### config.mk
export PLATFORM = sky130hd
export DESIGN_NAME = rca_share_arbiter
export DESIGN_NICKNAME = d
export VERILOG_FILES = /design/src/rtl/rca_share_arbiter.sv
export SDC_FILE = /design/constraint.sdc
export NUM_CORES = 1
export LEC_CHECK = 0
export ABC_AREA = 1
export ABC_CLOCK_PERIOD_IN_PS = 10800
export CAP_MARGIN = 5
export CORE_AREA = 2 2 101 103
export CTS_CLUSTER_SIZE = 10
export DETAILED_ROUTE_END_ITERATION = 10
export DIE_AREA = 0 0 103 105
export PLACE_DENSITY = 0.61
export SETUP_SLACK_MARGIN = 0.4
export SYNTH_ARGS = -nofsm -noshare
export SYNTH_HDL_FRONTEND = slang
export SYNTH_SLANG_ARGS = --single-unit
### constraint.sdc
create_clock -name i_clk -period 10.8 [get_ports i_clk]
set_input_delay 2.16 -clock i_clk [delete_from_list [all_inputs] [get_ports i_clk]]
set_output_delay 2.16 -clock i_clk [all_outputs]
set_load 0.01 [all_outputs]
### src/rtl/rca_share_arbiter.sv
// Round-robin arbiter sharing one ripple-carry adder among NUM_REQ requesters.
// Latency: accept edge T, result latched at T+1; one transaction in flight, min accept spacing 3 cycles.
// Backpressure: o_req_ready stays low until the tagged response is taken via i_rsp_ready.

// Plain ripple-carry adder: WIDTH full-adder cells, carry-in tied low, carry out as MSB.
module rca_10bit #(
  parameter int WIDTH = 10
) (
  input  logic [WIDTH-1:0] i_a,
  input  logic [WIDTH-1:0] i_b,
  output logic [WIDTH:0]   o_sum
);

  logic [WIDTH:0] w_c;

  assign w_c[0] = 1'b0;

  genvar gi;
  generate
    for (gi = 0; gi < WIDTH; gi++) begin : g_fa
      assign o_sum[gi]  = i_a[gi] ^ i_b[gi] ^ w_c[gi];
      assign w_c[gi+1]  = (i_a[gi] & i_b[gi]) | (w_c[gi] & (i_a[gi] ^ i_b[gi]));
    end
  endgenerate

  assign o_sum[WIDTH] = w_c[WIDTH];

endmodule

module rca_share_arbiter #(
  parameter int WIDTH   = 10,
  parameter int NUM_REQ = 4,
  parameter int ID_W    = 2
) (
  input  logic                     i_clk,
  input  logic                     i_rst,
  input  logic [NUM_REQ-1:0]       i_req_valid,
  output logic [NUM_REQ-1:0]       o_req_ready,
  input  logic [NUM_REQ*WIDTH-1:0] i_req_op1,
  input  logic [NUM_REQ*WIDTH-1:0] i_req_op2,
  output logic                     o_rsp_valid,
  output logic [ID_W-1:0]          o_rsp_id,
  output logic [WIDTH:0]           o_rsp_result,
  input  logic                     i_rsp_ready
);

  typedef enum logic [1:0] {
    S_IDLE = 2'd0,
    S_CALC = 2'd1,
    S_RESP = 2'd2
  } state_t;

  state_t             r_state;
  state_t             w_next;
  logic [ID_W-1:0]    r_rr_ptr;
  logic [ID_W-1:0]    r_gid;
  logic [WIDTH-1:0]   r_op1;
  logic [WIDTH-1:0]   r_op2;
  logic               r_rsp_valid;
  logic [ID_W-1:0]    r_rsp_id;
  logic [WIDTH:0]     r_rsp_result;

  logic               w_gnt_vld;
  logic [ID_W-1:0]    w_gnt_id;
  logic [ID_W-1:0]    w_idx;
  logic [NUM_REQ-1:0] w_req_ready;
  logic               w_accept;
  logic               w_done;
  logic [WIDTH:0]     w_sum;

  // Round-robin search starting at r_rr_ptr; descending loop so the nearest offset wins.
  always_comb begin
    w_gnt_vld = 1'b0;
    w_gnt_id  = '0;
    w_idx     = '0;
    for (int i = NUM_REQ - 1; i >= 0; i--) begin
      w_idx = r_rr_ptr + ID_W'(i);
      if (i_req_valid[w_idx]) begin
        w_gnt_vld = 1'b1;
        w_gnt_id  = w_idx;
      end
    end
  end

  // FSM next-state and per-state strobes; ready is only offered from IDLE.
  always_comb begin
    w_next      = r_state;
    w_req_ready = '0;
    w_accept    = 1'b0;
    w_done      = 1'b0;
    case (r_state)
      S_IDLE: begin
        if (w_gnt_vld) begin
          w_req_ready[w_gnt_id] = 1'b1;
          w_accept              = 1'b1;
          w_next                = S_CALC;
        end
      end
      S_CALC: begin
        w_next = S_RESP;
      end
      S_RESP: begin
        if (i_rsp_ready) begin
          w_done = 1'b1;
          w_next = S_IDLE;
        end
      end
      default: begin
        w_next = S_IDLE;
      end
    endcase
  end

  // State register; reset wins over any handshake in the same cycle.
  always_ff @(posedge i_clk) begin
    if (i_rst) begin
      r_state <= S_IDLE;
    end else begin
      r_state <= w_next;
    end
  end

  // Adder sees only the captured operands, so requester changes after accept are harmless.
  rca_10bit #(
    .WIDTH (WIDTH)
  ) u_rca (
    .i_a   (r_op1),
    .i_b   (r_op2),
    .o_sum (w_sum)
  );

  // Operand capture, result latch, response hold and pointer advance on completion.
  always_ff @(posedge i_clk) begin
    if (i_rst) begin
      r_rr_ptr     <= '0;
      r_gid        <= '0;
      r_op1        <= '0;
      r_op2        <= '0;
      r_rsp_valid  <= 1'b0;
      r_rsp_id     <= '0;
      r_rsp_result <= '0;
    end else begin
      if (w_accept) begin
        r_op1 <= i_req_op1[w_gnt_id*WIDTH +: WIDTH];
        r_op2 <= i_req_op2[w_gnt_id*WIDTH +: WIDTH];
        r_gid <= w_gnt_id;
      end
      if (r_state == S_CALC) begin
        r_rsp_result <= w_sum;
        r_rsp_id     <= r_gid;
        r_rsp_valid  <= 1'b1;
      end
      if (w_done) begin
        r_rsp_valid <= 1'b0;
        r_rr_ptr    <= r_gid + 1'b1;
      end
    end
  end

  assign o_req_ready  = i_rst ? '0 : w_req_ready;
  assign o_rsp_valid  = r_rsp_valid;
  assign o_rsp_id     = r_rsp_id;
  assign o_rsp_result = r_rsp_result;

endmodule

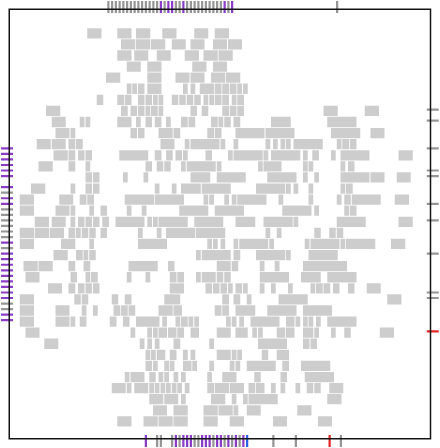
Run 1: ports around the boundary
Pins as bars across the die edge, other pins in grey.
legend:
  blue:
    port: i_clk
    pins: 1
    direction: input
    edge: bottom
  red:
    port: o_rsp_id
    pins: 2
    direction: output
    edge: 1 bottom, 1 right
  purple:
    port: i_req_op1
    pins: 40
    direction: input
    edge: 21 left, 13 bottom, 6 top
all pins by edge: 35 top, 31 left, 28 bottom, 11 right
DIE WIDTH: 103 µm
number of port buffers: 104
Die Y: 105 µm

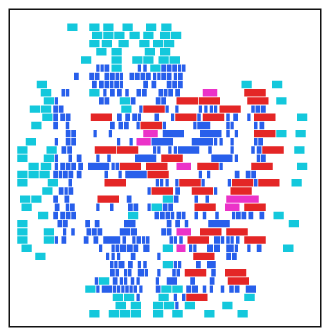
Run 1: placement by cell class
legend:
  cyan:
    class: other buffers and delay cells
    cells: 104
    share_of_their_area: 29%
  magenta:
    class: clock drivers and dummy loads
    cells: 8
    share_of_their_area: 3.4%
  red:
    class: flops
    cells: 40
    share_of_their_area: 22%
  blue:
    class: combinational and other logic
    cells: 315
    share_of_their_area: 45%

==> notes.md, run 1 <==
run results: actual slew at the worst max-slew pin=0.967 ns, htree depth=2, Synth cell types=28, post-layout min period=7.32 ns, antenna violations before repair=0, fp util=0.266, vias in the first global route=2622, num ports=105, CP Class=in2out, Max Slew Vio Count=0, status=complete, no violations, P per Cell Area=140 nW/µm², nets=563, drt pass-1 iters=5, Synth logic family=simple AND/OR/NAND/NOR gates, Synth area leader=dfxtp_1, layout cells sized above 1=0.0600, aggregate global routing overflow=0, DRT Wirelength=7920 µm, Syn Inst Count=378, first-pass GRT wire length=12600 µm, GR Util All Layers=0.147, Fmax=137 MHz, Simple-Gate Area Share=0.455, Peak VDD IR=51.6 µV, CP arrival=5.16 ns, Final Skew=0.00906 ns, # Post-CTS Setup Buffers=0, fill count=1074, Top Layout Cells=nand2_1 (110), nand3_1 (106), clkdlybuf4s50_1 (104), DP HPWL=6270 µm, cell row count=36, max-cap viol count=0, syn avg cell area=6.78 µm², Clock transition at path regs=0.07 ns, yosys cell count=378, fin area=3730 µm², Slew headroom=0.353, Hold Buf Count CTS=0, yosys synthesis chip area=2560 µm², RSZ-0062 raised after global routing=no, GP Congestion=0.826, Reg area=801 µm², Clock Latency Late Sink=0.30 ns, Place WS=3.51 ns, Final Hold Viols=0, Post-CTS Resized=0, CTS tree=yes, diode count=0
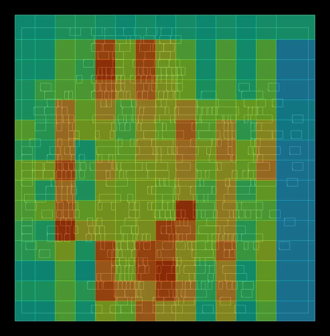
Run 1: routing congestion
grt met3 use: 0.0187
met2 Track Usage GR: 0.248
GRT busiest layer: met2

[run 1: per-stage QoR]
step                power (W)  utilization  hold WS (ns)  instances
finish               0.000523        0.387         0.453        600
detailed placement   0.000399        0.374         0.445        592
CTS                  0.000529        0.387         0.459        600
global placement     0.000396        0.374         0.442        592
floorplan            0.000326            -         0.426        378
global route         0.000563        0.387         0.495        600
[run 1: final timing paths]
| check | from | to | slack (ns) | cells after the start |
|---|---|---|---|---|
| min reg2reg | r_op1[9]$_SDFFE_PP0P_ | r_op1[9]$_SDFFE_PP0P_ | 0.45 | 2 |
| min | r_op1[9]$_SDFFE_PP0P_ | r_op1[9]$_SDFFE_PP0P_ | 0.45 | 2 |
| max reg2reg | r_op1[0]$_SDFFE_PP0P_ | o_rsp_result[9]$_SDFFE_PP0N_ | 6.59 | 14 |
| max | i_req_valid[1] | o_req_ready[1] | 3.48 | 12 |
[run 1: critical path, cell delays in order]
cell,delay (ns)
clkdlybuf4s50_1,0.49
inv_1,0.04
nand2_1,0.11
nand3_2,0.12
nand2_1,0.08
inv_2,0.06
nand2_2,0.06
nand3_2,0.63
nand2_8,0.55
inv_2,0.09
nor3_2,0.16
clkdlybuf4s50_1,0.58
[run 1: cells in the mapped netlist]
master / number
nand2_1: 110
o211a_1: 1
o21ai_0: 16
nand2_8: 1
xor2_1: 1
nand3_2: 2
inv_1: 17
dfxtp_1: 40
nand3b_1: 1
clkbuf_1: 1
nand3_1: 106
a21oi_1: 7
buf_4: 8
inv_2: 4
nand2_4: 1
buf_1: 1
nor3_2: 1
nor3_1: 2
clkinv_1: 1
a21oi_4: 1
fa_1: 9
nor2_2: 3
buf_6: 5
buf_2: 8
ha_1: 1
nand2_2: 6
nor2_1: 23
inv_4: 1
[run 1: flip-flops by register name, indices dropped and copies added, names as in the netlist]
register      flops
r_rr_ptr          2
o_rsp_id          2
r_state           2
o_rsp_valid       1
r_op2            10
r_op1            10
r_gid             2
o_rsp_result     11
[run 1: kinds of logic (layout without fill, tap and decap cells)]
logic type               Yosys count  in the layout
AND/OR/NAND/NOR                  256            256
buffers and inverters             46            135
flip-flops                        40             40
AND-OR/OR-AND                     25             25
adder cells (fa/ha/maj)           10             10
XOR/XNOR                           1              1
[run 1: routing by layer]
layer / vias to the layer above / global-route usage / share of wire
li1: 1409 / - / -
met1: 1251 / 0.195 / 0.45
met2: 86 / 0.248 / 0.49
met3: 6 / 0.0187 / 0.043
met4: 0 / 0.0395 / 0.012
met5: - / 0 / 0
[run 1: where the power goes]
group | internal (W) | switching, W | leakage [nW]
combinational | 0.0000913 | 0.000112 | 1.24
sequential | 0.000173 | 0.0000176 | 0.330
clock | 0.0000755 | 0.0000527 | 0.0614
total | 0.000340 | 0.000182 | 1.63
[run 1: cell type report]
type | instances | share of cell area
well taps | 133 | 0.0447
repair buffers | 104 | 0.279
multi-input cells | 292 | 0.405
clock inverters | 2 | 0.0104
flip-flops and latches | 40 | 0.215
clock buffers | 6 | 0.0222
inverters | 23 | 0.0238
Run 1, signal wires by layer:
Only two layers are drawn.
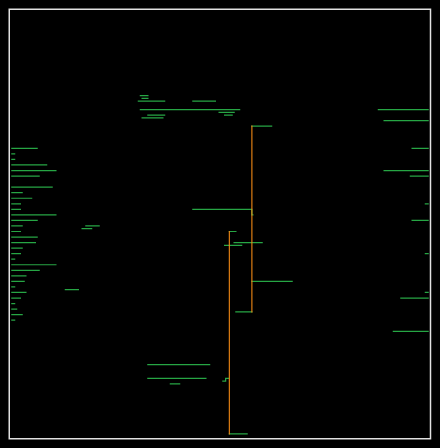

==> run 2: changes to the inputs <==
--- a/config.mk
+++ b/config.mk
@@ -6,13 +6,13 @@
 export NUM_CORES = 1
 export LEC_CHECK = 0
 export ABC_AREA = 1
-export ABC_CLOCK_PERIOD_IN_PS = 10800
+export ABC_CLOCK_PERIOD_IN_PS = 6700
 export CAP_MARGIN = 5
 export CORE_AREA = 2 2 101 103
 export CTS_CLUSTER_SIZE = 10
 export DETAILED_ROUTE_END_ITERATION = 10
 export DIE_AREA = 0 0 103 105
-export PLACE_DENSITY = 0.61
+export PLACE_DENSITY = 0.63
 export SETUP_SLACK_MARGIN = 0.4
 export SYNTH_ARGS = -nofsm -noshare
 export SYNTH_HDL_FRONTEND = slang
==> constraint.sdc (replaced) <==
create_clock -name i_clk -period 6.7 [get_ports i_clk]
set_input_delay 1.34 -clock i_clk [delete_from_list [all_inputs] [get_ports i_clk]]
set_output_delay 1.34 -clock i_clk [all_outputs]
set_load 0.01 [all_outputs]
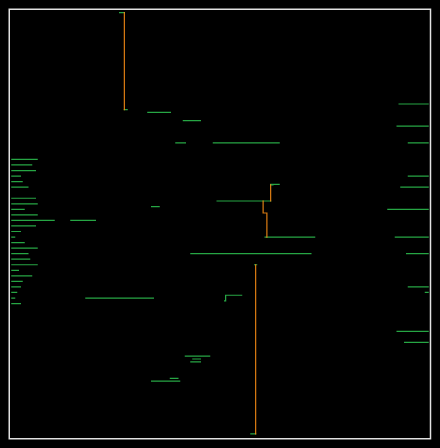
Run 2: signal wires by layer
Only two layers are drawn.
legend:
  green:
    layer: metal 3
    wire_length: 314 µm
  orange:
    layer: metal 4
    wire_length: 79.0 µm
GR Util All Layers: 0.151
DRT Wirelength: 8080 µm
Avg WL per Cell: 13.4 µm
total number of vias: 2705

==> run 2 against run 1 <==
Effect of this change: sequential power up 62%; setup slack worse by 1.9 ns; clock power up 24%; first-iteration DRC count up 52%; core utilization down 0.27 points; register-to-register slack worse by 4.1 ns; global-route usage up 0.45 points; sequential share of layout area up 0.15 points; worst hold slack better by 0.0023 ns.
==> notes.md, run 2 <==
run results: Clock transition at path regs=0.08 ns (about the same), Synth cell types=28 (unchanged), yosys synthesis chip area=2560 µm² (unchanged), CP Class=in2out, Simple-Gate Area Share=0.455 (unchanged), # Post-CTS Setup Buffers=0 (unchanged), actual slew at the worst max-slew pin=0.975 ns (+0.00837 ns), placed insts=593 (+0.17%), post-layout min period=5.14 ns, most instantiated cells after synthesis=nand2_1 (110), nand3_1 (106), dfxtp_1 (40), nor2_1 (23), inv_1 (17), Max Slew Vio Count=0 (unchanged), P per Cell Area=215 nW/µm² (+54%), status=complete, no violations, Die Y=105 µm (unchanged), highest routing layer actually used=met4, nets=564 (+0.18%), max reg flops=11 (unchanged), first-pass GRT wire length=13100 µm (+4.0%), max incr delay on CP=0.56 ns (-0.07 ns), fp util=0.266 (unchanged), Tot Pwr=0.000797 W (+52%), num ports=105 (unchanged), Final Hold Viols=0 (unchanged), aggregate global routing overflow=0 (unchanged), CTS tree=yes, CP arrival=3.80 ns (-1.36 ns), Clock Latency Late Sink=0.29 ns (about the same)
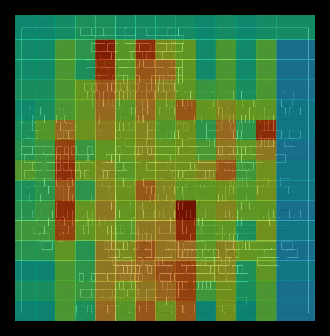
Run 2: routing congestion
met2 Track Usage GR: 0.259
Final Util: 0.384

run 2: cell types whose count changed in the layout (fill, tap and decap cells not counted), sizes merged:
| cell | change |
|---|---|
| buf | +1 |
| bufinv | -1 |
| clkbuf | -1 |
| clkinv | +2 |
run 2: worst paths after layout:
path / startpoint / to / depth (start not counted)
setup / recovery: i_req_valid[1] / o_req_ready[0] / 12
hold / removal: r_op2[9]$_SDFFE_PP0P_ / r_op2[9]$_SDFFE_PP0P_ / 2
setup reg to reg: r_op1[0]$_SDFFE_PP0P_ / o_rsp_result[9]$_SDFFE_PP0N_ / 14
hold reg to reg: r_op2[9]$_SDFFE_PP0P_ / r_op2[9]$_SDFFE_PP0P_ / 2
run 2: worst reg2reg max path: cells and delay by family, from the launching register on:
family          cells  cell delay [ns]
buf+inv             3             0.19
flops               1             0.34
compound gates      1             0.13
fa+ha+maj          10             3.48
run 2: area by class of cell:
| class | count | area [µm²] |
|---|---|---|
| fillers | 1061 | 5940 |
| multi-input cells | 292 | 1510 |
| repair buffers | 105 | 1050 |
| flip-flops and latches | 40 | 801 |
| well taps | 133 | 166 |
| inverters | 23 | 88.8 |
| clock buffers | 5 | 68.8 |
| clock inverters | 3 | 18.8 |
run 2: kinds of logic (layout without fill, tap and decap cells):
group | Yosys count | count (layout)
flip-flops | 40 | 40
adder cells (fa/ha/maj) | 10 | 10
AND/OR/NAND/NOR | 256 | 256
XOR/XNOR | 1 | 1
buffers and inverters | 46 | 136
AND-OR/OR-AND | 25 | 25
run 2: per-stage QoR:
| step | hold WS, ns | setup WS (ns) |
|---|---|---|
| 2_1_floorplan | 0.426 | 2.73 |
| 3_3_place_gp | 0.441 | 1.59 |
| 3_5_place_dp | 0.444 | 1.55 |
| 4_1_cts | 0.460 | 1.55 |
| 5_1_grt | 0.493 | 1.38 |
| 6_report | 0.455 | 1.56 |
run 2: routing by layer:
| metal | up-vias | global-route usage |
|---|---|---|
| met4 | 0 | 0.0310 |
| met3 | 8 | 0.0114 |
| met2 | 77 | 0.259 |
| li1 | 1411 | - |
| met1 | 1209 | 0.206 |
| met5 | - | 0 |
run 2: report_power, final:
part	total [W]	internal (W)	leakage (nW)	switching, W
sequential	0.000309	0.000279	0.330	0.0000292
clock	0.000159	0.0000726	0.0479	0.0000860
combinational	0.000329	0.000148	1.24	0.000182
total	0.000797	0.000500	1.62	0.000297
Run 2, ports around the boundary:
Pins as bars across the die edge, other pins in grey.
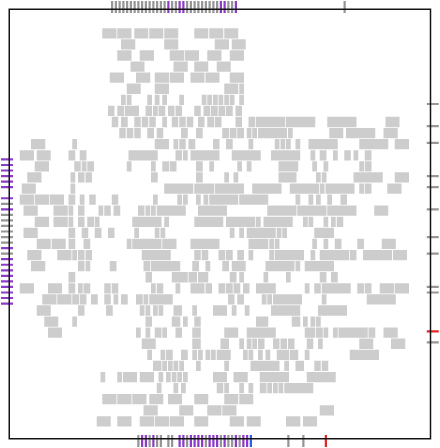

==> run 3: changes to the inputs <==
--- a/config.mk
+++ b/config.mk
@@ -6,13 +6,13 @@
 export NUM_CORES = 1
 export LEC_CHECK = 0
 export ABC_AREA = 1
-export ABC_CLOCK_PERIOD_IN_PS = 6700
+export ABC_CLOCK_PERIOD_IN_PS = 5000
 export CAP_MARGIN = 5
 export CORE_AREA = 2 2 101 103
 export CTS_CLUSTER_SIZE = 10
 export DETAILED_ROUTE_END_ITERATION = 10
 export DIE_AREA = 0 0 103 105
-export PLACE_DENSITY = 0.63
+export PLACE_DENSITY = 0.61
 export SETUP_SLACK_MARGIN = 0.4
 export SYNTH_ARGS = -nofsm -noshare
 export SYNTH_HDL_FRONTEND = slang
==> constraint.sdc (replaced) <==
create_clock -name i_clk -period 5 [get_ports i_clk]
set_input_delay 1 -clock i_clk [delete_from_list [all_inputs] [get_ports i_clk]]
set_output_delay 1 -clock i_clk [all_outputs]
set_load 0.01 [all_outputs]
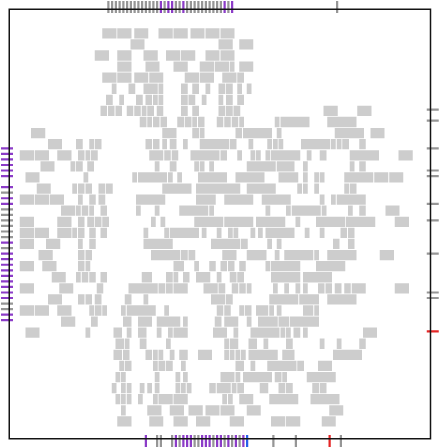
Run 3: ports around the boundary
Pins as bars across the die edge, other pins in grey.
legend:
  red:
    port: o_rsp_id
    pins: 2
    direction: output
    edge: 1 bottom, 1 right
  purple:
    port: i_req_op1
    pins: 40
    direction: input
    edge: 21 left, 13 bottom, 6 top
  blue:
    port: i_clk
    pins: 1
    direction: input
    edge: bottom
all pins by edge: 35 top, 31 left, 28 bottom, 11 right

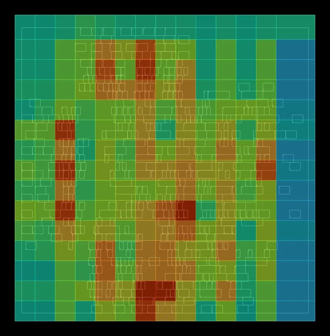
Run 3: routing congestion
Avg WL per Cell: 13.0 µm
GR Util All Layers: 0.146

==> run 3 against run 2 <==
Effect of this change: flip-flop count did not move; sequential share of layout area down 0.25 points; register-to-register slack worse by 1.7 ns; critical path depth did not move; largest cell class unchanged.
==> notes.md, run 3 <==
run results: status=complete, no violations, Max Slew Vio Count=0 (unchanged), aggregate global routing overflow=0 (unchanged), Die Y=105 µm (unchanged), most instantiated cells after synthesis=nand2_1 (110), nand3_1 (106), dfxtp_1 (40), nor2_1 (23), inv_1 (17), Final Hold Viols=0 (unchanged), Clock transition at path regs=0.07 ns (about the same), Reg area=801 µm² (unchanged), DRT Wirelength=7800 µm (-3.5%), post-layout min period=4.39 ns, CP arrival=3.39 ns (-0.41 ns), num ports=105 (unchanged), CTS tree=yes, Clock Latency Late Sink=0.29 ns (about the same), CP Class=in2out, nets=565 (+0.18%), Comb area=1520 µm² (+0.58%), Synth cell types=28 (unchanged), fill count=1046 (-1.4%), total number of vias=2758 (+2.0%), first-pass GRT wire length=12700 µm (-2.6%), yosys synthesis chip area=2560 µm² (unchanged), fp util=0.266 (unchanged), placed insts=594 (+0.17%), # Post-CTS Setup Buffers=0 (unchanged), actual slew at the worst max-slew pin=0.956 ns (-0.0196 ns)
==> run 3: cell types whose count changed in the layout (fill, tap and decap cells not counted) <==
cell | previous run | this run
nand2_4 | 1 | 0
buf_4 | 1 | 2
clkinv_2 | 2 | 0
bufinv_16 | 0 | 1
clkinv_4 | 1 | 0
nand2_8 | 1 | 2
clkinvlp_4 | 0 | 1
inv_6 | 0 | 1
==> run 3: final timing paths <==
kind                    startpoint                            to  slack (ns)  cells past startpoint
min          r_op2[9]$_SDFFE_PP0P_         r_op2[9]$_SDFFE_PP0P_        0.46                      2
max reg2reg  r_op1[0]$_SDFFE_PP0P_  o_rsp_result[9]$_SDFFE_PP0N_        0.79                     14
min reg2reg  r_op2[9]$_SDFFE_PP0P_         r_op2[9]$_SDFFE_PP0P_        0.46                      2
max                 i_req_valid[0]                o_req_ready[1]        0.61                     12
==> run 3: final cells by class <==
type | count | share of cell area
well taps | 133 | 0.0445
repair buffers | 106 | 0.282
clock buffers | 5 | 0.0184
inverters | 23 | 0.0237
multi-input cells | 292 | 0.405
flip-flops and latches | 40 | 0.214
clock inverters | 3 | 0.0124
==> run 3: through the flow <==
step / util / worst slack (ns) / hold WS, ns / power (W)
5_1_grt: 0.388 / 0.411 / 0.472 / 0.00121
3_5_place_dp: 0.376 / 0.551 / 0.445 / 0.000863
3_3_place_gp: 0.376 / 0.593 / 0.440 / 0.000856
6_report: 0.388 / 0.609 / 0.460 / 0.00112
2_1_floorplan: - / 1.03 / 0.426 / 0.000705
4_1_cts: 0.387 / 0.547 / 0.459 / 0.00113
==> run 3: cells by family (layout without fill, tap and decap cells) <==
logic type               count (synthesis)  in the layout  synth area share
XOR/XNOR                                 1              1           0.00342
AND-OR/OR-AND                           25             25            0.0552
adder cells (fa/ha/maj)                 10             10            0.0752
buffers and inverters                   46            137            0.0987
flip-flops                              40             40             0.313
AND/OR/NAND/NOR                        256            256             0.455
==> run 3: routing by layer <==
layer	vias up	track usage	routed length [µm]	share of wire
li1	1420	-	-	-
met2	63	0.244	3840	0.49
met5	-	0	0	0
met1	1267	0.198	3590	0.46
met3	8	0.0167	268	0.034
met4	0	0.0367	109	0.014
==> run 3: power by group <==
| group | total (W) | leakage (nW) | switching (W) | internal, W |
|---|---|---|---|---|
| Combinational | 0.000446 | 1.24 | 0.000244 | 0.000201 |
| Clock | 0.000263 | 0.0548 | 0.000113 | 0.000150 |
| Sequential | 0.000413 | 0.330 | 0.0000383 | 0.000375 |
==> run 3: critical path, delay by kind of cell <==
kind | cells | cell delay (ns)
and+or+nand+nor | 9 | 1.27
buffers and inverters | 3 | 1.12
No activity file was given, so power comes from the tool's default toggle rates.
